`config.mk`:
```
export PLATFORM = sky130hd
export DESIGN_NAME = master_req_shaper
export DESIGN_NICKNAME = d
export VERILOG_FILES = /design/src/rtl/master_req_shaper.sv
export SDC_FILE = /design/constraint.sdc
export NUM_CORES = 1
export LEC_CHECK = 0
export ABC_AREA = 1
export CAP_MARGIN = 10
export CORE_ASPECT_RATIO = 2
export CORE_MARGIN = 4
export CORE_UTILIZATION = 45
export DETAILED_ROUTE_END_ITERATION = 6
export PLACE_DENSITY = 0.68
export SLEW_MARGIN = 0
export SYNTH_ARGS = -nofsm -noshare
export SYNTH_HDL_FRONTEND = slang
export SYNTH_SLANG_ARGS = --single-unit
```
`constraint.sdc`:
```
create_clock -name clk -period 3.6 [get_ports clk]
set_clock_uncertainty 0.2 [all_clocks]
set_input_delay 0.72 -clock clk [delete_from_list [all_inputs] [get_ports clk]]
set_output_delay 0.72 -clock clk [all_outputs]
set_load 0.1 [all_outputs]
```
`src/rtl/master_req_shaper.sv`:
```
// Turns per-master job starts into req/done levels for the 3-master access controller.
// Tracks ownership through accmodule, resumes preempted jobs, counts preemptions and flags starvation.
module master_req_shaper #(
  parameter int LEN_W    = 4,
  parameter int MAX_WAIT = 16,
  parameter int CNT_W    = 8
) (
  input  logic               clk,
  input  logic               reset,
  input  logic [2:0]         start,
  input  logic [3*LEN_W-1:0] len,
  input  logic [1:0]         accmodule,
  output logic [2:0]         req,
  output logic [2:0]         done,
  output logic [2:0]         busy,
  output logic [2:0]         starve,
  output logic [CNT_W-1:0]   preempt_cnt,
  output logic [5:0]         state_dbg
);

  // Handshake: req[i] rises the edge a job is accepted and holds (through preemptions) until the
  // edge that consumes its last owned beat; on that same edge done[i] pulses high for one cycle.
  localparam int WAIT_W = $clog2(MAX_WAIT + 1);

  typedef enum logic [1:0] {
    S_IDLE   = 2'd0,
    S_WAIT   = 2'd1,
    S_ACTIVE = 2'd2
  } state_t;

  state_t            state_q [3];
  state_t            state_d [3];
  logic [LEN_W-1:0]  rem_q   [3];
  logic [LEN_W-1:0]  rem_d   [3];
  logic [WAIT_W-1:0] wait_q  [3];
  logic [WAIT_W-1:0] wait_d  [3];
  logic [2:0]        req_d;
  logic [2:0]        done_d;
  logic [2:0]        starve_d;
  logic [CNT_W-1:0]  preempt_d;
  logic [1:0]        npre;
  logic [CNT_W+1:0]  pre_sum;
  logic [2:0]        own;

  assign own = {accmodule == 2'd3, accmodule == 2'd2, accmodule == 2'd1};

  always_comb begin
    req_d     = req;
    done_d    = 3'b000;
    starve_d  = starve;
    npre      = 2'd0;
    preempt_d = preempt_cnt;
    pre_sum   = '0;
    for (int i = 0; i < 3; i++) begin
      state_d[i] = state_q[i];
      rem_d[i]   = rem_q[i];
      wait_d[i]  = wait_q[i];
      case (state_q[i])
        S_IDLE: begin
          req_d[i] = 1'b0;
          if (start[i]) begin
            state_d[i] = S_WAIT;
            rem_d[i]   = (len[i*LEN_W +: LEN_W] == '0) ? LEN_W'(1) : len[i*LEN_W +: LEN_W];
            wait_d[i]  = '0;
            req_d[i]   = 1'b1;
          end
        end
        S_WAIT, S_ACTIVE: begin
          if (own[i]) begin
            wait_d[i] = '0;
            if (rem_q[i] == LEN_W'(1)) begin
              state_d[i] = S_IDLE;
              rem_d[i]   = '0;
              done_d[i]  = 1'b1;
              req_d[i]   = 1'b0;
            end else begin
              state_d[i] = S_ACTIVE;
              rem_d[i]   = rem_q[i] - 1'b1;
            end
          end else if (state_q[i] == S_ACTIVE) begin
            state_d[i] = S_WAIT;
            npre       = npre + 2'd1;
          end else begin
            if (wait_q[i] != WAIT_W'(MAX_WAIT)) wait_d[i] = wait_q[i] + 1'b1;
            if (wait_d[i] == WAIT_W'(MAX_WAIT)) starve_d[i] = 1'b1;
          end
        end
        default: begin
          state_d[i] = S_IDLE;
          req_d[i]   = 1'b0;
        end
      endcase
    end
    // Wide enough that adding up to three preemptions never wraps before the clamp.
    pre_sum = {2'b00, preempt_cnt} + {{CNT_W{1'b0}}, npre};
    if (pre_sum > {2'b00, {CNT_W{1'b1}}}) preempt_d = '1;
    else                                  preempt_d = pre_sum[CNT_W-1:0];
  end

  always_ff @(posedge clk) begin
    if (reset) begin
      for (int i = 0; i < 3; i++) begin
        state_q[i] <= S_IDLE;
        rem_q[i]   <= '0;
        wait_q[i]  <= '0;
      end
      req         <= 3'b000;
      done        <= 3'b000;
      starve      <= 3'b000;
      preempt_cnt <= '0;
    end else begin
      for (int i = 0; i < 3; i++) begin
        state_q[i] <= state_d[i];
        rem_q[i]   <= rem_d[i];
        wait_q[i]  <= wait_d[i];
      end
      req         <= req_d;
      done        <= done_d;
      starve      <= starve_d;
      preempt_cnt <= preempt_d;
    end
  end

  always_comb begin
    for (int i = 0; i < 3; i++) busy[i] = (state_q[i] != S_IDLE);
    state_dbg = {state_q[2], state_q[1], state_q[0]};
  end

endmodule

```
### Local utilization

The bar under the picture is 20 µm long. The die is cut into 7 by 12 equal tiles; black is low, pale yellow is high, 0 to 100% covered.
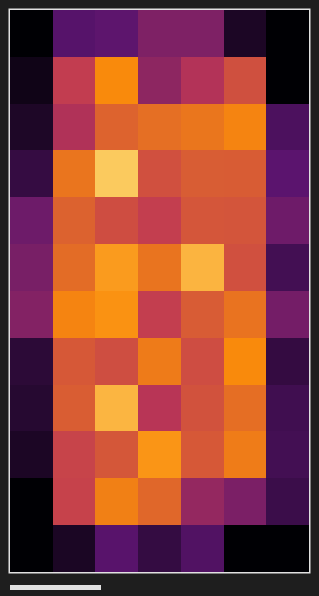
nearly empty tiles: 8.3%
fullest tile: 89%
tiles over 75% full: 7.1%
mean over tiles: 44%
area of the core: 0.00657 mm²
fin util: 56.0%

### The metal 2 layer

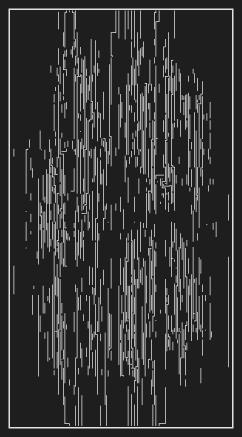
nets with wire on the layer: 449
wire length on this layer: 4070 µm
main direction: vertical
routed via count: 2969
met2 Resource Use GR: 37.3%
routed wire length: 7080 µm

==> changes_impl.md <==
## Implementation

- Bufs and invs on worst path: 6
- Area figure in the yosys stat output: 0.00304 mm²
- First-pass GRT wire length: 12000 µm
- Mean Syn Cell Area: 6.76 µm²
- Share of layout cells above drive strength 1: 11.0%
- Root Buffer: clkbuf_16
- Most flops, register: wait_q
- Final WS setup: between 300 and 400 ps
- Post-synth top cells: 98 x nand2_1, 76 x inv_1, 50 x dfxtp_1
- Leak: 1.68 nW
- MI comb cells: 312
- CTS tree: yes
- Hold Worst Slack: 250 ps
- Top pwr grp: combinational logic
- Final-layout clock-cell area share: 4.01%
- CP Max Fanout: 6
- Combinational Area: around 0.0017 mm²
- Combinational share of power: between 50% and 60%
- Post-CTS Hold Fix Bufs: 0
- Grt met3 use: 3.70%
- Vias in the first global route: 2852
- Count leader, synth: nand2_1
- CP Class: input port to flip-flop
- Tapcells inserted: between 80 and 90
- # diodes: 0
- CP dominant cell by count: inv_1
- Invs w/o clock: 81
- GR Util met1: between 10% and 20%
- Status: finished, final reports clean
- Hold WC Path Type: flip-flop to flip-flop
- Power density over the cells: 677 mW/mm²
- Yosys aoi share: 14.7%
- Top_reg_cell synth: dfxtp_1
- Grt total ovfl: 0
- Top logic family: simple AND/OR/NAND/NOR gates
- Tool warnings: 38
- Post-synthesis xor/xnor area fraction: about 3.4%
- FP Core Util: 46.2%
- Layout Cells excl Fill: 588
- Final hold viol count: 0
- Met3 WL: 256 µm
- Non-clock buffers: 49
- Post-synth top area cell: dfxtp_1
- Placed Area: about 0.0035 mm²
- Fill cells: between 600 and 700
- Post-synth regs: 50
- # setup viols final: 0
- F_max: 308 MHz
- Flop share of the area: a little over a quarter
- DRC Markers: 0
- Area grow syn2layout: 21.2%
- Yosys simple share: 27.4%
- Post-Place Worst Slack: 39.4 ps
- Register area share after synthesis: 33.0%
- CP max stage cell: clkdlybuf4s50_1
- H-Tree Depth: 2
- Adder Share, Synth: 10.5%
- Seq group: 0.741 mW
- Seq cells: approximately 50
- Top Layout Cells: 98 x nand2_1, 76 x inv_1, 50 x dfxtp_1, 44 x a21oi_1, 41 x nor2_1
- Yosys cell count: 449
- Maximum clock insertion buffer count: 2
- Worst Setup EP: preempt_cnt[5]$_SDFF_PP0_
- Worst path depth: 17
- R2r worst-path depth: 16
- Regs by FF count: wait_q (15), rem_q (12), preempt_cnt (8)
- Max Cap Viol: 0
- Clock buffer count: 7
No activity file was given, so power comes from the tool's default toggle rates.
